[src/rtl/bc_moment_acc.sv]
// bc_moment_acc: scans one bank of the box-count RAM for a 2^s x 2^s grid and
//   accumulates occupied-box count, sum of counts and sum of squared counts.
// Latency: done pulses in cycle N+2 after the start cycle (N = 4^s reads, one per cycle).
// Backpressure: none; start is ignored while busy, and results hold until the next accepted start.
//
// Build option: define BC_MAX_TRACK_EN to build the running-maximum register
//   (max_val); otherwise max_val is tied to zero.
//
// Ports:
//   CLK, RST           clock and synchronous active-high reset
//   start, bank        scan request and RAM bank to scan
//   side_log           log2 of grid side, clamped to BOX_IDX
//   rd_addr, rd_data   RAM read port, data valid one cycle after the address
//   busy, done         scan in progress / one-cycle completion pulse
//   occ_cnt, sum,      accumulated statistics, held after done
//   sum_sq, max_val
module bc_moment_acc #(
  parameter int BOX_IDX  = 3,
  parameter int DATA_LEN = 8,
  parameter int OCC_LEN  = 2*BOX_IDX+1
) (
  input  logic                           CLK,
  input  logic                           RST,
  input  logic                           start,
  input  logic                           bank,
  input  logic [BOX_IDX:0]               side_log,
  output logic [2*BOX_IDX:0]             rd_addr,
  input  logic [DATA_LEN-1:0]            rd_data,
  output logic                           busy,
  output logic                           done,
  output logic [OCC_LEN-1:0]             occ_cnt,
  output logic [DATA_LEN+2*BOX_IDX-1:0]  sum,
  output logic [2*DATA_LEN+2*BOX_IDX-1:0] sum_sq,
  output logic [DATA_LEN-1:0]            max_val
);

  localparam int SUMW = DATA_LEN + 2*BOX_IDX;
  localparam int SQW  = 2*DATA_LEN + 2*BOX_IDX;

  localparam logic [1:0] IDLE  = 2'd0;
  localparam logic [1:0] READ  = 2'd1;
  localparam logic [1:0] DRAIN = 2'd2;
  localparam logic [1:0] DONE  = 2'd3;

  localparam logic [BOX_IDX:0] S_MAX = (BOX_IDX+1)'(BOX_IDX);

  logic [1:0]            state;
  logic [BOX_IDX-1:0]    x_cnt;
  logic [BOX_IDX-1:0]    y_cnt;
  logic                  bank_q;
  logic [BOX_IDX:0]      s_q;
  logic                  vld;       // rd_data this cycle answers an address issued last cycle
  logic [BOX_IDX-1:0]    side_m1;   // 2^s - 1, the last coordinate on each axis
  logic [BOX_IDX:0]      s_clamp;
  logic                  accept;
  logic                  last_x;
  logic                  last_y;
  logic [2*DATA_LEN-1:0] sq;

  assign s_clamp = (side_log > S_MAX) ? S_MAX : side_log;
  assign accept  = start && ((state == IDLE) || (state == DONE));

  // Thermometer mask: bit i set when i < s, giving 2^s - 1 without a shifter.
  always_comb begin
    side_m1 = '0;
    for (int i = 0; i < BOX_IDX; i++) begin
      side_m1[i] = ((BOX_IDX+1)'(i) < s_q);
    end
  end

  assign last_x = (x_cnt == side_m1);
  assign last_y = (y_cnt == side_m1);

  // Counters freeze after the final address, so rd_addr holds outside READ.
  assign rd_addr = {x_cnt, bank_q, y_cnt};
  assign busy    = (state == READ) || (state == DRAIN);
  assign done    = (state == DONE);

  assign sq = (2*DATA_LEN)'(rd_data) * (2*DATA_LEN)'(rd_data);

  always_ff @(posedge CLK) begin
    if (RST) begin
      state   <= IDLE;
      x_cnt   <= '0;
      y_cnt   <= '0;
      bank_q  <= 1'b0;
      s_q     <= '0;
      vld     <= 1'b0;
      occ_cnt <= '0;
      sum     <= '0;
      sum_sq  <= '0;
    end else begin
      vld <= (state == READ);

      case (state)
        IDLE, DONE: begin
          if (start) begin
            state  <= READ;
            bank_q <= bank;
            s_q    <= s_clamp;
            x_cnt  <= '0;
            y_cnt  <= '0;
          end else begin
            state <= IDLE;
          end
        end
        READ: begin
          if (last_x && last_y) begin
            state <= DRAIN;
          end else if (last_x) begin
            x_cnt <= '0;
            y_cnt <= y_cnt + 1'b1;
          end else begin
            x_cnt <= x_cnt + 1'b1;
          end
        end
        DRAIN:   state <= DONE;
        default: state <= IDLE;
      endcase

      if (accept) begin
        occ_cnt <= '0;
        sum     <= '0;
        sum_sq  <= '0;
      end else if (vld) begin
        occ_cnt <= occ_cnt + OCC_LEN'(rd_data != '0);
        sum     <= sum + SUMW'(rd_data);
        sum_sq  <= sum_sq + SQW'(sq);
      end
    end
  end

`ifdef BC_MAX_TRACK_EN
  logic [DATA_LEN-1:0] max_q;

  always_ff @(posedge CLK) begin
    if (RST) begin
      max_q <= '0;
    end else if (accept) begin
      max_q <= '0;
    end else if (vld && (rd_data > max_q)) begin
      max_q <= rd_data;
    end
  end

  assign max_val = max_q;
`else
  assign max_val = '0;
`endif

endmodule

[config.mk]
export PLATFORM = sky130hd
export DESIGN_NAME = bc_moment_acc
export DESIGN_NICKNAME = d
export VERILOG_FILES = /design/src/rtl/bc_moment_acc.sv
export SDC_FILE = /design/constraint.sdc
export NUM_CORES = 1
export LEC_CHECK = 0
export ABC_AREA = 1
export CAP_MARGIN = 20
export CORE_ASPECT_RATIO = 0.8
export CORE_MARGIN = 10
export CORE_UTILIZATION = 30
export CTS_CLUSTER_SIZE = 40
export DETAILED_ROUTE_END_ITERATION = 8
export MAX_ROUTING_LAYER = met4
export PLACE_DENSITY = 0.56
export SETUP_SLACK_MARGIN = 0.2
export SLEW_MARGIN = 20
export SYNTH_ARGS = -nofsm -noshare
export SYNTH_HDL_FRONTEND = slang
export SYNTH_SLANG_ARGS = --single-unit
[constraint.sdc]
create_clock -name CLK -period 9.4 [get_ports CLK]
set_clock_uncertainty 0.15 [all_clocks]
set_input_delay 0.94 -clock CLK [delete_from_list [all_inputs] [get_ports CLK]]
set_output_delay 0.94 -clock CLK [all_outputs]
set_load 0.02 [all_outputs]
### Met1 routing, run 1

The bar under the picture is 50 um long.
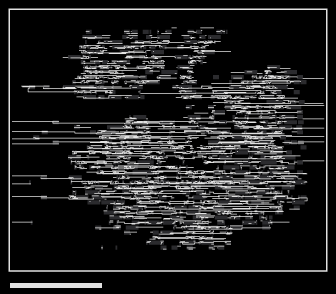
nets with wire on the layer: 885
main direction: horizontal
share of all routed wire: 52%
longest straight run: 38.9 um
total wire length: 14,400 um
global routing met1 resource utilization: 0.176
overall via count from detail_route: 4,716

### Signal wires on met3, run 1

The bar under the picture is 50 um long.
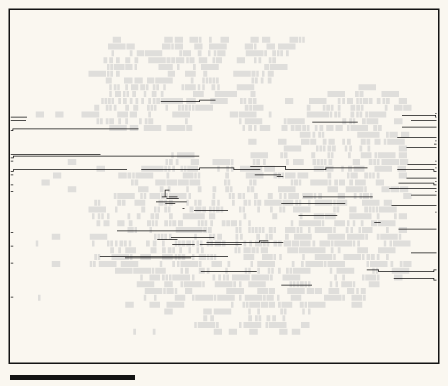
share of all routed wire: 6.7%
longest straight run: 74.3 um
global-route track usage on met3: 0.0393

### Placement view, run 1

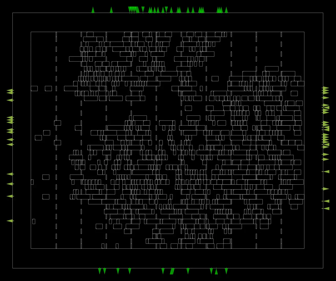
core area: 18,100 um2
Non-Filler Instances: 1,078
number of sequential cells: 57
flop share of the area: 0.171
row count: 44

### Signal wires on met2, run 1

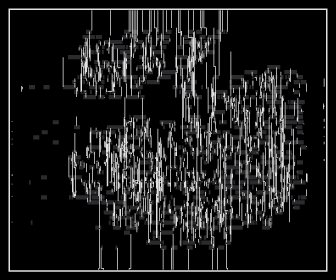
nets with wire on the layer: 691
wire length on this layer: 5,810 um
share of all routed wire: 40%
longest straight run: 38.4 um
met2 routing resource usage after global routing: 0.175

==> writeup.txt, run 1 <==
With the instance area after placement at 6350 um2, the share of async-settable or async-resettable flops after synthesis is 0. The worst-path maximum fanout works out to 11. The total of warnings raised by yosys came out at 0. The number of instances in the synthesized netlist came out at 786.

The worst-case IR drop observed on VDD is 0.107 mV. The area fraction in mux cells came out at 0.00182. The type of the setup path with the least slack is input pin to register. The number of clock buffer instances in the layout is 11. CTS reports a maximum clock tree buffer depth of 2. The design received a total of 230 well taps at floorplan. With the adder-cell share of the synthesized area at 0.272, the number of non-clock buffers is 69. Leaving out buffers and inverters, the combinational logic in the layout accounts for 3610 um2.

Cell group occupying the most layout area: multi-input combinational cells. The final timing report derives a shortest allowable period of 5.47 ns. The run gives 0.305 as the initial cell density of the core. The number of warning messages in the logs is 32. Counting only logic cells after layout, the most numerous master is inv_1.

The most used flip-flop cell after synthesis is dfxtp_1. The synthesized design contains 0 enable-type register cells. Summing internal, switching and leakage power gives 1.52 mW. The summed negative setup slack over all endpoints is 0 ns, and the per-cell routed wire length is 13.4 um. For the post-cts repair resize count, the log shows 0. After detailed placement, the design holds a cell count of 1,062. The sequential group share of total power was 0.207. Setup slack on the worst reg-to-reg path comes out at 5.21 ns.

The clock transition time at the flip-flop clock pins of the worst setup and hold paths was 0.05 ns; the final setup violation count was 0. The multi-input gate share of total cell area is 0.542. The run gives 23,900 um as the first-pass GRT wire length. The tools report the first-pass detailed-route iteration total as 4. At the worst endpoint, the required time is 9.48 ns. At the later pin of the worst-skew pair, clock insertion delay measures 0.34 ns. The most critical hold endpoint after final layout shows a slack of 0.308 ns. The leakage power figure is 3.35 nW. In the final layout, the fill cell count is 1,920. The run finished with clean final reports. During I/O placement, the number of pins put on the boundary was 76. The leftover overflow at the end of global routing was 0; the remaining max-slew budget at the tightest pin was 0.341. Vertical die dimension: 141 um. The worst setup path is launched from an input pin. The xor and xnor fraction of the mapped netlist area was 0.0318; the number of DRC violations after detailed routing was 0.

Summing all non-filler instances in the final layout gives an area of 6670 um2. For the final hold violation count, the log shows 0. The routed length on met3 was 961 um; the die area was 24,200 um2. The worst setup path is captured at a register. Footprint of the flip-flops and latches: 1140 um2. The root buffer cell chosen for the clock tree is clkbuf_16. TritonCTS built the clock tree.

The synthesized netlist was found by Yosys to have 786 cells. The number of buffers inserted during clock tree synthesis came out at 9. The run gives 0.207 for the portion of synthesized cell area occupied by the leading cell type. Per the repair_timing log after CTS, setup buffers inserted total 0.

After synthesis, the chip area reported by Yosys is 5500 um2. The flip-flop and latch count after synthesis is 57. For the global-route usage over all layers, the log shows 0.127.
run 1: sequential cells by signal (all words and copies together), names as in the netlist:
name / flops
state: 2
s_q: 4
sum: 14
x_cnt: 3
vld: 1
bank_q: 1
sum_sq: 22
y_cnt: 3
occ_cnt: 7
run 1: power by group through the flow:
stage          Clock (mW)  Combinational [mW]  Sequential, mW
2_1_floorplan           0               0.590           0.343
3_3_place_gp            0               0.846           0.319
3_5_place_dp            0               0.844           0.320
4_1_cts             0.374               0.850           0.316
5_1_grt             0.382               0.976           0.322
6_report            0.362               0.842           0.314
run 1: cells in the mapped netlist (5+ instances only):
| master | instances |
|---|---|
| a21oi_1 | 49 |
| buf_2 | 5 |
| buf_4 | 10 |
| clkbuf_1 | 13 |
| dfxtp_1 | 57 |
| fa_1 | 38 |
| ha_1 | 59 |
| inv_1 | 165 |
| nand2_1 | 156 |
| nand3_1 | 34 |
| nor2_1 | 89 |
| nor2_2 | 5 |
| o21ai_0 | 28 |
| o21bai_1 | 6 |
| xnor2_1 | 6 |
| xor2_1 | 14 |
run 1: worst paths after layout:
| path | start | to | cells past startpoint |
|---|---|---|---|
| setup reg to reg | sum_sq[6] | sum_sq[17] | 17 |
| hold reg to reg | sum[11] | sum[11] | 2 |
| hold / removal | sum[11] | sum[11] | 2 |
| setup / recovery | rd_data[6] | sum_sq[18] | 20 |
run 1: critical path: stages:
cell	delay, ns
clkdlybuf4s50_1	0.81
nand2_1	0.24
xor2_1	0.22
ha_1	0.17
o21bai_1	0.18
fa_1	0.50
fa_1	0.54
inv_1	0.05
fa_1	0.52
inv_1	0.04
ha_1	0.36
nand2_1	0.11
nor2_1	0.11
nand2_1	0.06
nand2_1	0.11
nand2_1	0.09
o21ai_1	0.25
nand3_1	0.10
nand2_1	0.08
nor2_1	0.04
## Run 2: what changed since run 1
- clock period: 9.4 -> 5.6 ns (I/O delays scaled with it)
### Placement view, run 2

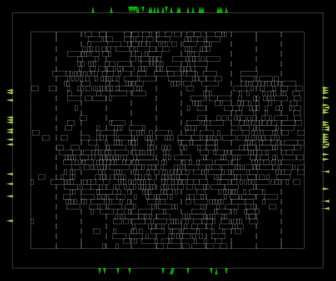
Finished Core Util: 0.372
Filler Cells Inserted: 1,966
Non-Filler Instances: 1,083
TAP cells: 230

==> run 2 against run 1 <==
Effect of this change: combinational power rose by 65%; register-to-register slack worse by 3.8 ns; sequential power increased by 76%.
==> writeup.txt, run 2 <==
The run gives 0 for the share of async-settable or async-resettable flops after synthesis. Recorded from the global router log, the overflow total was 0. Looking at the critical path, the single cell with the biggest stage delay is clkdlybuf4s50_1. The flow ran to the end, and the final reports show no timing, DRC or antenna violations. The die is 141 um tall.

The global-route usage over all layers was 0.129. The synthesis stat section lists a flop and latch total of 57. The data required time reported for the critical path is 5.69 ns. The most common cell in the synthesized netlist is inv_1.

The most flop-heavy register was sum_sq. The worst setup path endpoint is sum_sq[17]. The startpoint of the worst setup timing path was rd_data[5]. Among all stages on the critical path, the maximum delay recorded is 0.63 ns. TritonCTS built the clock tree. Sink of the worst hold path: s_q[3]. The run gives 0.316 for the remaining max-slew budget at the tightest pin. Grouping stages by cell kind, the critical path spends the most delay in adder cells. Post-CTS repair changed the size of 0 cells.

The most used flip-flop cell after synthesis is dfxtp_1. The clock passes through at most 2 buffers. In the synthesized netlist, the cells that appear most often are 165 x inv_1, 156 x nand2_1, 89 x nor2_1, 59 x ha_1, 57 x dfxtp_1.

Clock transition time at the flip-flop clock pins of the worst setup and hold paths: 0.06 ns. Beginning of the worst register-to-register path: sum_sq[6]. The count of cells along the worst hold path was 2; the first-pass GRT wire length was 24,200 um. In this run the static leakage power is 3.37 nW.

The cell sequence reported for the critical path is clkdlybuf4s50_1 > nand2_1 > inv_1 > fa_1 > inv_1 > fa_1 > fa_1 > fa_1 > inv_1 > ha_1 > a21oi_1 > o21ai_2 > nand2_1 > nand2_1 > nand3_1 > nand2_1 > nand2_1 > nand2_1 > o21ai_0 > inv_1. The logs give 76 for the total I/O pin count and 0 for the number of DRC violations after detailed routing. The logs give 786 for the number of instances in the synthesized netlist and 18,100 um2 for the area inside the core boundary. The later-pin clock latency in the skew report is 0.34 ns, and the total setup buffers inserted after CTS is 0. Endpoints failing hold in the final report were tallied at 0. The post-placement cell count is 1,068, and the number of warning messages in the logs is 32. In the final report, the number of endpoints failing setup comes to 0. For the worst min-delay path, the startpoint reported by OpenROAD is s_q[3].

The area recorded from the Yosys report for this design is 5500 um2. The run gives 0 for the number of enable flip-flop cells.
==> run 2: per-layer routing <==
metal | track usage | routed length [um]
met4 | 0.0238 | 126
met2 | 0.181 | 5990
met3 | 0.0391 | 989
met1 | 0.178 | 7500
met5 | - | 0
==> run 2: tightest hold or removal path: stages (launching register included) <==
cell	delay (ns)
dfxtp_1	0.33
nand2_1	0.07
nor2_1	0.03
==> run 2: logic make-up after synthesis <==
logic type	after synthesis	synth area share
flip-flops	57	0.207
multiplexers	1	0.00182
XOR/XNOR	20	0.0318
adder cells (fa/ha/maj)	97	0.272
AND-OR/OR-AND	108	0.113
other	1	0.000682
buffers and inverters	195	0.141
AND/OR/NAND/NOR	307	0.232
==> run 2: per-stage QoR <==
stage	util	setup slack [ns]	cell area, um2	hold WS, ns	total power [mW]
2_1_floorplan	-	1.13	5530	0.303	1.57
3_3_place_gp	0.354	0.377	6390	0.305	1.95
3_5_place_dp	0.354	0.373	6390	0.313	1.95
4_1_cts	0.372	0.729	6710	0.321	2.59
5_1_grt	0.372	0.282	6710	0.343	2.82
6_report	0.372	0.697	6710	0.321	2.57
==> run 2: layout make-up <==
type	instances	area (um2)	area share
sequential	57	1140	0.170
tap	230	288	0.0429
clock inverter	5	80.1	0.0119
multi-input combinational	541	3610	0.538
clock buffer	10	239	0.0356
inverter	165	619	0.0923
timing repair buffer	75	731	0.109
==> run 2: where the power goes <==
part	internal, mW	switching [mW]	total [mW]
clock	0.398	0.221	0.619
combinational	0.523	0.869	1.39
sequential	0.467	0.0869	0.554
total	1.39	1.18	2.57
## Run 3: what changed since run 2
- CORE_UTILIZATION: 30 -> 45
- PLACE_DENSITY: 0.56 -> 0.75
### Placement view, run 3

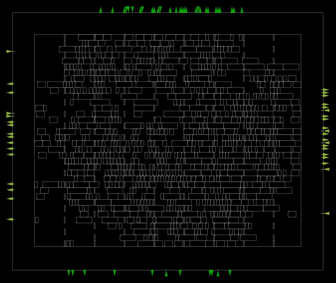
Non-Filler Instances: 1,004
flop share of the area: 0.174
Finished Core Util: 0.545
row count: 36

==> run 3 against run 2 <==
Effect of this change: utilization increased by 17 points; register-to-register slack improved by 0.02 ns; non-clock buffer count down 2; hold slack worse by 0.011 ns; setup slack got worse by 0.090 ns; synthesized area did not move; synthesized cell count unchanged; combinational power barely moved; sequential power barely moved; sequential cell count did not move; sequential share of layout area grew 0.33 points; total power down 1.1%.
==> writeup.txt, run 3 <==
The initial cell density of the core is 0.456, and the die area is 17,100 um2. According to the tapcell log, the count of inserted taps is 152. The script logs the mean routed wire length per placed instance as 14.0 um. The area inside the core boundary was 12,100 um2. STA classifies the critical path startpoint as an input pin. Non-clock buffers in the final layout number 73. The synthesized netlist was found by Yosys to have 786 cells.

With the area fraction in mux cells at 0.00182, the final hold violation count is 0. With the number of DRC violations after detailed routing at 0, the number of DRC violations after detailed-routing iteration 0 is 400. The run gives 1.34 mW as the total internal power.

The cell taking the most area after synthesis was dfxtp_1. The adder-cell share of the synthesized area was 0.272. Per the post-place timing report, worst setup slack is 0.312 ns. With the leakage power figure at 3.35 nW, the number of enable flip-flop cells is 0.

Looking at the VDD voltage map, the peak drop is 0.247 mV. The worst path meets setup with 0.607 ns of slack. The number of warning messages in the logs is 32.

The area of the multi-input gates was 3610 um2. Of all nets on the critical path, the largest fanout is 12. The number of buffers inserted during clock tree synthesis was 9. With the summed negative setup slack over all endpoints at 0 ns, the area share of and-or/or-and cells after synthesis is 0.113. The sequential group share of total power is 0.218, and the clock period minus worst slack is 4.99 ns.

The design has 57 sequential cells. Portion of synthesized cell area occupied by the leading cell type: 0.207. For the maximum number of pins on one net before global-route repair, the log shows 50. 76 I/O pins were placed. The flip-flop count of the largest register, all copies and words added was 22; the number of instances in the synthesized netlist was 786. The total of warnings raised by yosys was 0. After synthesis, the chip area reported by Yosys is 5500 um2. TritonCTS built the clock tree.

The type of the setup path with the least slack was input pin to register. The worst setup path is captured at a register. The most frequently used library cell after synthesis is inv_1. The run gives 0 for the total setup buffers inserted after CTS. Summed over all nets, the switching power comes to 1.20 mW. The final layout report lists a filler cell count of 1,182. The top flip-flop cell by instance count after synthesis is dfxtp_1. Clock-pin slew was measured on the worst setup and hold paths at 0.06 ns.

The number of placed instances, taps included, is 988. The footprint of the flip-flops and latches was 1140 um2. The logs give 0 for the final setup violation count and 0 for the post-cts repair resize count.

The multi-input gate share of total cell area works out to 0.549. The non-clock inverter instance count of the final layout is 165. Looking at the area split, the leading class of cells is multi-input combinational cells. The run finished with clean final reports. Cell at the root of the clock tree: clkbuf_16. The share of final layout cell area taken by non-clock buffers is 0.109. Ranked by instance count, the synthesized netlist is headed by 165 x inv_1, 156 x nand2_1, 89 x nor2_1, 59 x ha_1, 57 x dfxtp_1. Counting only logic cells after layout, the most numerous master is inv_1. The switching share of total power is 0.471, and the required time at the endpoint of the critical path is 5.68 ns. The combinational power share was 0.556. The clock net in this run drives a total of 57 sinks. The tools report the routed via count as 4,962. The final layout report lists a clock buffer count of 9. Per the skew report, the later register of the worst-skew pair sees a clock latency of 0.34 ns.

The registers reported with the highest flop counts are sum_sq (22), sum (14), occ_cnt (7). Global-route usage over all layers: 0.175. The iteration count recorded for the first detailed-route pass is 5.

Hold is met by 0.311 ns. The xor and xnor fraction of the mapped netlist area was 0.0318. The tools report the portion of total power attributed to the clock network as 0.225. Class of the tightest hold or removal check: register to register. The share of async-settable or async-resettable flops after synthesis was 0.
[run 3: netlist changes by cell type in the layout (fill, tap and decap cells not counted), sizes merged]
cell and delta:
buf -2, bufinv -1, clkbuf -1, clkinv +1, clkinvlp +1, inv +1
[run 3: per-layer routing]
metal,up-vias,global-route usage,wire (um)
li1,2530,-,-
met1,2258,0.233,6860
met2,157,0.263,6190
met3,17,0.0397,839
met4,0,0.0459,188
met5,-,-,0
[run 3: final timing paths]
check | depth (start not counted) | to | startpoint | slack, ns
max reg2reg | 17 | sum_sq[17] | sum_sq[6] | 1.39
min | 2 | sum[13] | sum[13] | 0.31
min reg2reg | 2 | sum[13] | sum[13] | 0.31
max | 19 | sum_sq[11] | rd_data[5] | 0.61
[run 3: power by group through the flow]
stage | Sequential (mW) | Clock [mW] | Combinational (mW)
after floorplan | 0.575 | 0 | 0.991
after global placement | 0.561 | 0 | 1.37
after detailed placement | 0.563 | 0 | 1.39
after CTS | 0.555 | 0.586 | 1.41
after global routing | 0.567 | 0.598 | 1.61
final | 0.554 | 0.572 | 1.41
[run 3: worst max-delay path, stage by stage]
cell and delay (ns):
clkdlybuf4s50_1 0.80, nand2_1 0.10, inv_1 0.11, ha_1 0.23, inv_1 0.08, xor2_1 0.18, fa_1 0.48, fa_1 0.56
inv_1 0.06, fa_1 0.52, inv_1 0.04, ha_1 0.34, a21oi_1 0.29, nor2_1 0.07, nor2_1 0.18, nand2_1 0.12
xor2_1 0.16, o21ai_0 0.15, inv_1 0.06
[run 3: stage by stage]
stage / instance area [um2] / power, mW
2_1_floorplan: 5530 / 1.57
3_3_place_gp: 6280 / 1.93
3_5_place_dp: 6280 / 1.96
4_1_cts: 6580 / 2.55
5_1_grt: 6580 / 2.77
6_report: 6580 / 2.54

==> gallery <==
Sequential cells colored by netlist name.
Other sequential cells in the stronger gray, the rest of the logic in the fainter gray.
(a)
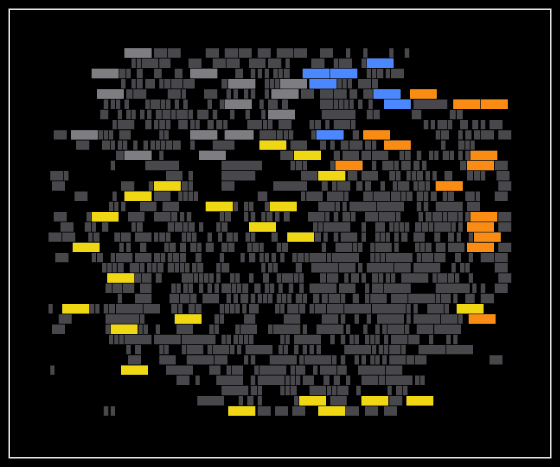
(b)
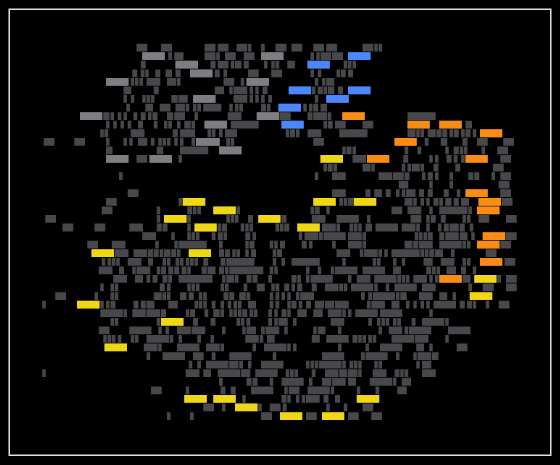
| from | picture |
|---|---|
| run 2 | (b) |
| run 3 | (a) |

Power is estimated from default activity; no workload was simulated.
